--- config.mk ---
export PLATFORM = sky130hd
export DESIGN_NAME = pipe_stage_chain
export DESIGN_NICKNAME = d
export VERILOG_FILES = /design/src/rtl/pipe_stage_chain.sv
export SDC_FILE = /design/constraint.sdc
export NUM_CORES = 1
export LEC_CHECK = 0
export CAP_MARGIN = 20
export CORE_MARGIN = 2
export CORE_UTILIZATION = 45
export CTS_CLUSTER_DIAMETER = 100
export DETAILED_ROUTE_END_ITERATION = 7
export HOLD_SLACK_MARGIN = 0.1
export PLACE_DENSITY_LB_ADDON = 0.05
export SLEW_MARGIN = 20
export SYNTH_ARGS = -nofsm -noshare
export SYNTH_HDL_FRONTEND = slang
export SYNTH_SLANG_ARGS = --single-unit
--- constraint.sdc ---
create_clock -name clk -period 2.4 [get_ports clk]
set_input_delay 0.36 -clock clk [delete_from_list [all_inputs] [get_ports clk]]
set_output_delay 0.36 -clock clk [all_outputs]
set_load 0.02 [all_outputs]
--- src/rtl/pipe_stage_chain.sv ---
// pipe_stage_chain
//   Elastic chain of STAGES register slots carrying a WIDTH-bit payload with a
//   valid/ready handshake on both sides. Supports backpressure, per-slot flush
//   and two saturating performance counters.
//
// Ports
//   clk, rst               rising-edge clock, asynchronous active-low reset
//   in_valid/in_ready      upstream handshake, in_data payload
//   out_valid/out_ready    downstream handshake, out_data payload (slot STAGES-1)
//   flush, flush_mask      squash the masked slots at the next edge
//   clr_cnt                synchronous clear of both counters
//   occupancy              registered number of valid slots
//   stall_cnt              cycles with out_valid=1 and out_ready=0
//   bubble_cnt             cycles with out_ready=1 and out_valid=0
module pipe_stage_chain #(
    parameter int unsigned WIDTH  = 32,
    parameter int unsigned STAGES = 4,
    parameter int unsigned CNT_W  = 16
) (
    input  logic                         clk,
    input  logic                         rst,
    input  logic                         in_valid,
    output logic                         in_ready,
    input  logic [WIDTH-1:0]             in_data,
    output logic                         out_valid,
    input  logic                         out_ready,
    output logic [WIDTH-1:0]             out_data,
    input  logic                         flush,
    input  logic [STAGES-1:0]            flush_mask,
    input  logic                         clr_cnt,
    output logic [$clog2(STAGES+1)-1:0]  occupancy,
    output logic [CNT_W-1:0]             stall_cnt,
    output logic [CNT_W-1:0]             bubble_cnt
);

    localparam int unsigned OccW = $clog2(STAGES + 1);

    logic [STAGES-1:0]            valid_q, valid_d;
    logic [STAGES-1:0][WIDTH-1:0] data_q, data_d;
    logic [STAGES-1:0]            ready;
    logic [OccW-1:0]              occ_q, occ_d;
    logic [CNT_W-1:0]             stall_q, stall_d;
    logic [CNT_W-1:0]             bubble_q, bubble_d;

    // ready[i]: whatever sits in slot i may move on this cycle. Written as
    // "out_ready or any downstream hole" to avoid a self-referencing vector.
    always_comb begin
        ready = '0;
        for (int i = 0; i < int'(STAGES); i++) begin
            logic r;
            r = out_ready;
            for (int j = i + 1; j < int'(STAGES); j++) begin
                if (!valid_q[j]) r = 1'b1;
            end
            ready[i] = r;
        end
    end

    assign in_ready  = !valid_q[0] || ready[0];
    assign out_valid = valid_q[STAGES-1];
    assign out_data  = data_q[STAGES-1];

    always_comb begin
        valid_d = valid_q;
        data_d  = data_q;

        // A slot reloads from its upstream neighbour whenever it is empty or
        // its own content leaves; an invalid upstream leaves it empty.
        if (!valid_q[0] || ready[0]) begin
            valid_d[0] = in_valid;
            if (in_valid) data_d[0] = in_data;
        end
        for (int i = 1; i < int'(STAGES); i++) begin
            if (!valid_q[i] || ready[i]) begin
                valid_d[i] = valid_q[i-1];
                if (valid_q[i-1]) data_d[i] = data_q[i-1];
            end
        end

        // Flush overrides whatever would move into a masked slot.
        if (flush) valid_d = valid_d & ~flush_mask;

        occ_d = '0;
        for (int i = 0; i < int'(STAGES); i++) begin
            occ_d = occ_d + OccW'(valid_d[i]);
        end
    end

    always_comb begin
        stall_d  = stall_q;
        bubble_d = bubble_q;
        if (clr_cnt) begin
            stall_d  = '0;
            bubble_d = '0;
        end else begin
            if (out_valid && !out_ready && (stall_q != {CNT_W{1'b1}})) begin
                stall_d = stall_q + 1'b1;
            end
            if (out_ready && !out_valid && (bubble_q != {CNT_W{1'b1}})) begin
                bubble_d = bubble_q + 1'b1;
            end
        end
    end

    always_ff @(posedge clk or negedge rst) begin
        if (!rst) begin
            valid_q  <= '0;
            data_q   <= '0;
            occ_q    <= '0;
            stall_q  <= '0;
            bubble_q <= '0;
        end else begin
            valid_q  <= valid_d;
            data_q   <= data_d;
            occ_q    <= occ_d;
            stall_q  <= stall_d;
            bubble_q <= bubble_d;
        end
    end

    assign occupancy  = occ_q;
    assign stall_cnt  = stall_q;
    assign bubble_cnt = bubble_q;

endmodule
run_1/ff_map.png
Drawn at 4 px/µm.
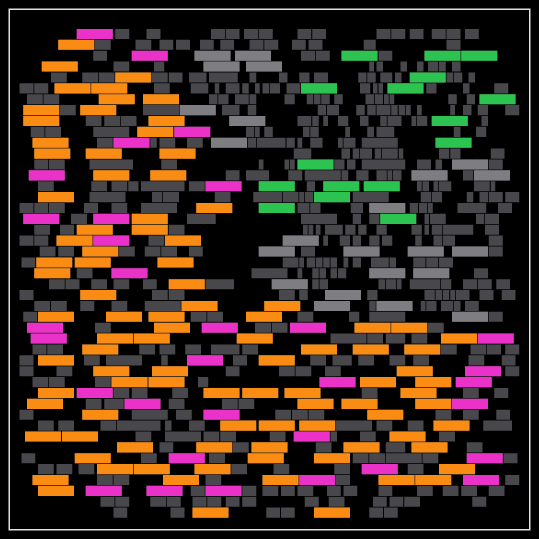
legend:
  green:
    netlist_name: `stall_cnt`
    placed_flops: 16
  orange:
    netlist_name: `data_q`
    placed_flops: 96
    where: widely spread
  magenta:
    netlist_name: `out_data`
    placed_flops: 32
    where: widely spread
not colored: 23
core utilization of the finished layout: 59.2%
sequential cell area share: 46.1%

run_1/layers.png
Drawn at 3 px/µm. Only two layers are drawn.
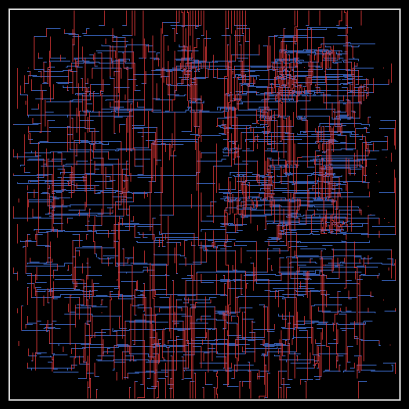
legend:
  blue:
    layer: M1
    wire_length: 6160 µm
  red:
    layer: M2
    wire_length: 7050 µm
aggregate global-route resource usage: 17.9%
vias: 4504
per-cell routed wire length: 16.4 µm
wirelength, routed: 13.9 mm

run_1/m3.png
Drawn at 3 px/µm.
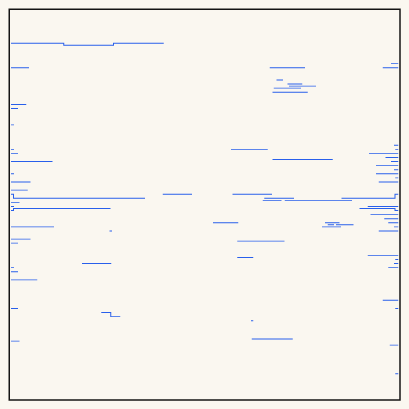
longest straight run: 43.7 µm
share of all routed wire: 4.1%
wire length on this layer: 567 µm
nets with wire on the layer: 66
main direction: horizontal
met3 usage in global routing: 4.02%

## run 1: cell type report
class                           count  area share [%]
Tap cell                          211            2.91
Multi-Input combinational cell    301            28.6
Timing Repair Buffer              133            15.0
Clock buffer                       21            5.30
Sequential cell                   167            46.1
Clock inverter                     11            1.83
Inverter                            5           0.207
## run 1: timing repair
item,in CTS,in global routing
hold buffers,1,0
setup buffers,0,0
endpoints found under the hold margin,46,0
gates resized,0,0
## run 1: worst max-delay path: stages
cell	delay (ps)
sky130_fd_sc_hd__clkdlybuf4s50_1	430
sky130_fd_sc_hd__nor2b_1	270
sky130_fd_sc_hd__nand4_1	180
sky130_fd_sc_hd__buf_4	170
sky130_fd_sc_hd__clkdlybuf4s50_1	540
==> out/qor.rpt, run 1 <==
============================================================================
Antenna violations before repair                                           0
Area Growth Syn to Fin                                                 27.5%
Maximum fanout count along the critical path                               4
Post-Syn Area                                                    0.00712 mm²
Most area-hungry cell type in the Yosys netlist                 sky130_fd_sc_hd__dfrtp_1
Height of the chip                                                    130 µm
Fraction of layout cells with a size suffix above 1                    31.8%
Floorplan die area                                                0.0168 mm²
Clock-pin transition on the worst setup and hold timing paths          60 ps
Post-synth area from yosys stat                                  0.00712 mm²
Met2 wire length                                                     7.05 mm
Initial detailed-routing violation count                                 253
Number of flip-flops in the largest register                              96
Final count of pins violating max slew                                     0
Path class of the lowest-slack min-delay path                    in -> async
Status                                                          finished clean
Worst setup EP type                                              output port
Standard-cell row count                                                   45
# clock sinks                                                            167
HPWL after DPL                                                       9.55 mm
MaxCap Viol Count                                                          0
Largest net degree at the start of global routing                         50
Top-area cell type share of the netlist area                           58.7%
Mux cell area share after synthesis                                    21.3%
Final Instance Area                                              0.00907 mm²
Chip Width                                                            130 µm
Placed Instances                                                         816
Syn nets                                                                 572
Switching share of power                                               25.6%
RSZ-0062 raised after global routing                                   false
Global-route met2 utilization                                          29.6%
Register cell area after layout                                  0.00418 mm²
Top logic cells by instance count in the layout                 sky130_fd_sc_hd__dfrtp_1 (167), sky130_fd_sc_hd__mux2_2 (132), sky130_fd_sc_hd__clkdlybuf4s50_1 (109)
Boundary Pins                                                            111
Critical Path Start                                                out_ready
============================================================================
==> run 1 -> run 2 <==
CORE_MARGIN = 5   (was 2)
CTS_BUF_LIST = sky130_fd_sc_hd__clkbuf_8   (was not set)
run_2/placed.png
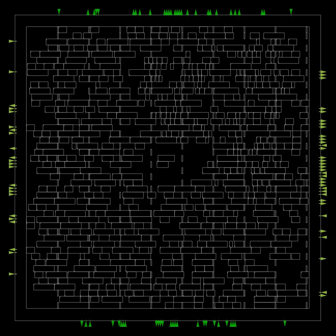
number of fill cells: 1303
sequential cell area share: 47.3%
standard-cell row count: 46

run_2/layers.png
Drawn at 3 px/µm. Only two layers are drawn.
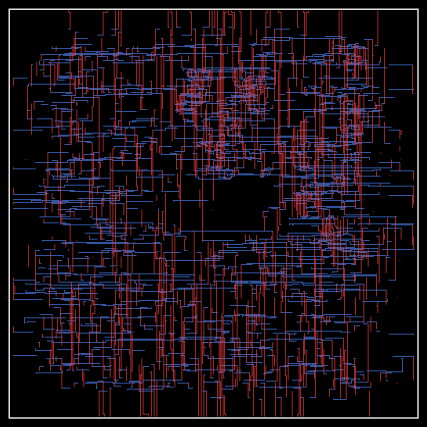
legend:
  red:
    layer: M2
    wire_length: 6990 µm
  blue:
    layer: M1
    wire_length: 6320 µm
aggregate global-route resource usage: 16.2%
wirelength, routed: 14.2 mm

==> run 2 against run 1 <==
Net effect: design area decreased by 2.7%; final cell count increased by 0.35%; non-clock buffer count decreased by 2; synthesized area unchanged; largest cell class unchanged; largest power group unchanged; power decreased by 9.7%; critical path type is now reg -> reg.
==> out/qor.rpt, run 2 <==
============================================================================
Number of hold buffers added after CTS                                     1   unchanged
Yosys reg bits                                                           167
Worst setup EP type                                                flip-flop
Element type at the critical path start                            flip-flop
Largest incremental delay on the critical path                        630 ps   +90 ps
Placed Instances                                                         819   +0.37%
Register cell area after layout                                  0.00418 mm²   unchanged
HPWL after DPL                                                       9.68 mm   +1.3%
Fraction of layout cells with a size suffix above 1                    31.4%   -0.37 points
Worst path cell trace                                           ha_1 -> nand4_2 -> nor4_4 -> buf_4 -> or4b_2 -> a21oi_1
Stages on the worst setup path                                             6   +1
Syn nets                                                                 572   unchanged
Critical Path Start                                             bubble_cnt[0]$_DFFE_PN0P_
Floorplan die area                                                0.0184 mm²   +9.5%
Chip Width                                                            136 µm   +4.6%
Switching share of power                                               27.3%   +1.8 points
# clock sinks                                                            167   unchanged
Number of flip-flops in the largest register                              96   unchanged
Buffers and inverters on the worst path                                    1   -2
RSZ-0062 raised after global routing                                   false
Router iterations before antenna repair                                    5
Core utilization of the finished layout                                56.2%   -3.0 points
Final count of pins violating max slew                                     0   unchanged
Initial detailed-routing violation count                                 160   -37%
Post-Syn Area                                                    0.00712 mm²   unchanged
MaxCap Viol Count                                                          0   unchanged
Cell with the largest stage delay on the worst path             sky130_fd_sc_hd__or4b_2
Top logic cells by instance count in the layout                 sky130_fd_sc_hd__dfrtp_1 (167), sky130_fd_sc_hd__mux2_2 (132), sky130_fd_sc_hd__clkdlybuf4s50_1 (108)
Height of the chip                                                    136 µm   +4.6%
Final Instance Area                                              0.00883 mm²   -2.7%
Number of post-CTS setup repair buffers                                    0   unchanged
Clock-pin transition on the worst setup and hold timing paths          90 ps   +30 ps
Area Growth Syn to Fin                                                 24.1%
Maximum fanout count along the critical path                              13   +9
Met2 wire length                                                     6.99 mm   -0.88%
Cells resized by post-CTS repair                                           0   unchanged
Arrival time of data at the critical path endpoint                   2440 ps
Met3 usage in global routing                                           4.20%   +0.18 points
Post-synth area from yosys stat                                  0.00712 mm²   unchanged
Clock latency at the later pin of the worst-skew pair                 430 ps
Per-cell routed wire length                                          16.7 µm   +2.1%
Boundary Pins                                                            111   unchanged
Vias                                                                    4453   -1.1%
Status                                                          finished clean
Final routed DRC violation total                                           0
Required time of the critical path                                   2760 ps
Cell family with most CP delay                                  simple AND/OR/NAND/NOR gates
============================================================================
==> run 2: final cells by class <==
class,count,share of cell area [%]
clock buffer,20,3.12
tap,216,3.06
clock inverter,12,1.67
multi-input combinational,301,29.4
inverter,5,0.213
timing repair buffer,131,15.2
sequential,167,47.3
==> run 2: metrics by stage <==
| stage | hold WS, ps | worst slack [ps] | setup TNS [ps] | power [mW] |
|---|---|---|---|---|
| 4_1_cts | 440 | 39.1 | 0 | 7.82 |
| 3_5_place_dp | 371 | -70.6 | -70.6 | 5.69 |
| 3_3_place_gp | 363 | -19.4 | -19.4 | 5.64 |
| 6_report | 443 | 313 | 0 | 7.70 |
| 5_1_grt | 468 | 47.8 | 0 | 8.08 |
| 2_1_floorplan | 64.4 | 22.6 | 0 | 5.11 |
==> run 2 -> run 3 <==
PLACE_DENSITY = 0.78   (was not set)
PLACE_DENSITY_LB_ADDON = not set   (was 0.05)
run_3/class_map.png
Drawn at 2 px/µm.
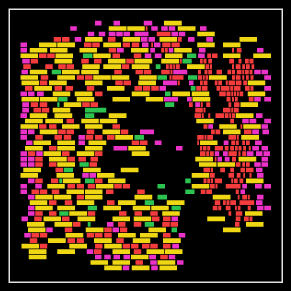
legend:
  magenta:
    class: remaining buffers and delay cells
    cells: 130
    share_of_their_area: 16%
  red:
    class: remaining logic cells
    cells: 306
    share_of_their_area: 31%
  yellow:
    class: registers
    cells: 167
    share_of_their_area: 49%
  green:
    class: clock drivers and dummy loads
    cells: 30
    share_of_their_area: 4.4%
core utilization of the finished layout: 55.8%
Final Instance Area: 0.00876 mm²
core footprint: 0.0157 mm²
sequential cell area share: 47.7%

==> run 3 against run 2 <==
Net effect: clock skew down 0.68 ps; design area is 0.75% lower; non-clock buffer count is 1 lower; largest cell class unchanged; highest routed layer unchanged.
==> out/qor.rpt, run 3 <==
============================================================================
Pre-CTS setup slack                                                  -132 ps   -61.3 ps
Share of final layout cell area taken by non-clock buffers             15.2%   +0.029 points
Worst hold slack across all endpoints                                 392 ps   -50.2 ps
Vias                                                                    4506   +1.2%
Number of fill cells                                                    1275   -2.1%
Syn nets                                                                 572   unchanged
Standard-cell row count                                                   46   unchanged
Met2 wire length                                                     7.04 mm   +0.74%
Aggregate global-route resource usage                                  16.2%   +0.054 points
Multi-input gates                                                        301   unchanged
Clock latency at the later pin of the worst-skew pair                 440 ps   about the same
Number of flip-flops in the largest register                              96   unchanged
Floorplan die area                                                0.0184 mm²   unchanged
Clk tree area frac                                                     4.24%   -0.55 points
Status                                                          finished clean
Proportion of cell area occupied by multi-input gates                  29.6%   +0.14 points
Area Growth Syn to Fin                                                 23.1%
Largest cell class by area                                      sequential cells
Total power of the final layout                                      7.54 mW   -2.0%
Worst setup EP type                                                flip-flop
Number of post-CTS setup repair buffers                                    0   unchanged
Boundary Pins                                                            111   unchanged
Post-Syn Area                                                    0.00712 mm²   unchanged
Chip Width                                                            136 µm   unchanged
Post-synth area from yosys stat                                  0.00712 mm²   unchanged
Clock-pin transition on the worst setup and hold timing paths          80 ps   about the same
Final count of pins violating max slew                                     0   unchanged
Router iterations before antenna repair                                    4   -1
HPWL after DPL                                                       9.52 mm   -1.6%
Yosys reg bits                                                           167   unchanged
Sum Neg Setup Slack                                                     0 ps   unchanged
# clk buffers                                                             20   unchanged
Maximum fanout count along the critical path                               9   -4
Placed Instances                                                         818   -0.12%
Height of the chip                                                    136 µm   unchanged
Non-clock inverter total of the final layout                               5   unchanged
Slack of the critical path                                            263 ps   -49.4 ps
Top logic cells by instance count in the layout                 sky130_fd_sc_hd__dfrtp_1 (167), sky130_fd_sc_hd__mux2_2 (132), sky130_fd_sc_hd__clkdlybuf4s50_1 (108)
Per-cell routed wire length                                          16.5 µm   -1.3%
============================================================================
run_3/placed.png
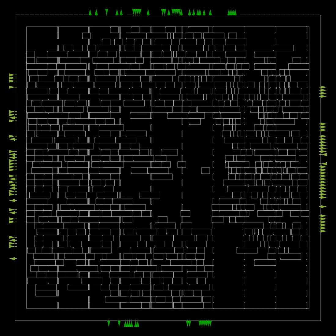
seq_cells: 167
non-filler instance count after layout: 849

[run 3: worst max-delay path, cell delays in order (launching register included)]
cell                       delay, ps
sky130_fd_sc_hd__dfrtp_1         460
sky130_fd_sc_hd__ha_1            240
sky130_fd_sc_hd__nand4_2         280
sky130_fd_sc_hd__or3_2           530
sky130_fd_sc_hd__o311ai_0        360
sky130_fd_sc_hd__o41ai_1         130
[run 3: repair_timing]
action	in CTS	in global routing
resized	0	1
endpoints found under the hold margin	38	0
hold buffers	1	0
endpoints found under the setup margin	0	1
[run 3: report_power, final]
part           internal, mW  total, mW  switching [mW]
Combinational          1.06       1.88           0.823
Clock                 0.902       1.91            1.01
Sequential             3.42       3.75           0.325
Power and IR drop assume default switching activity.
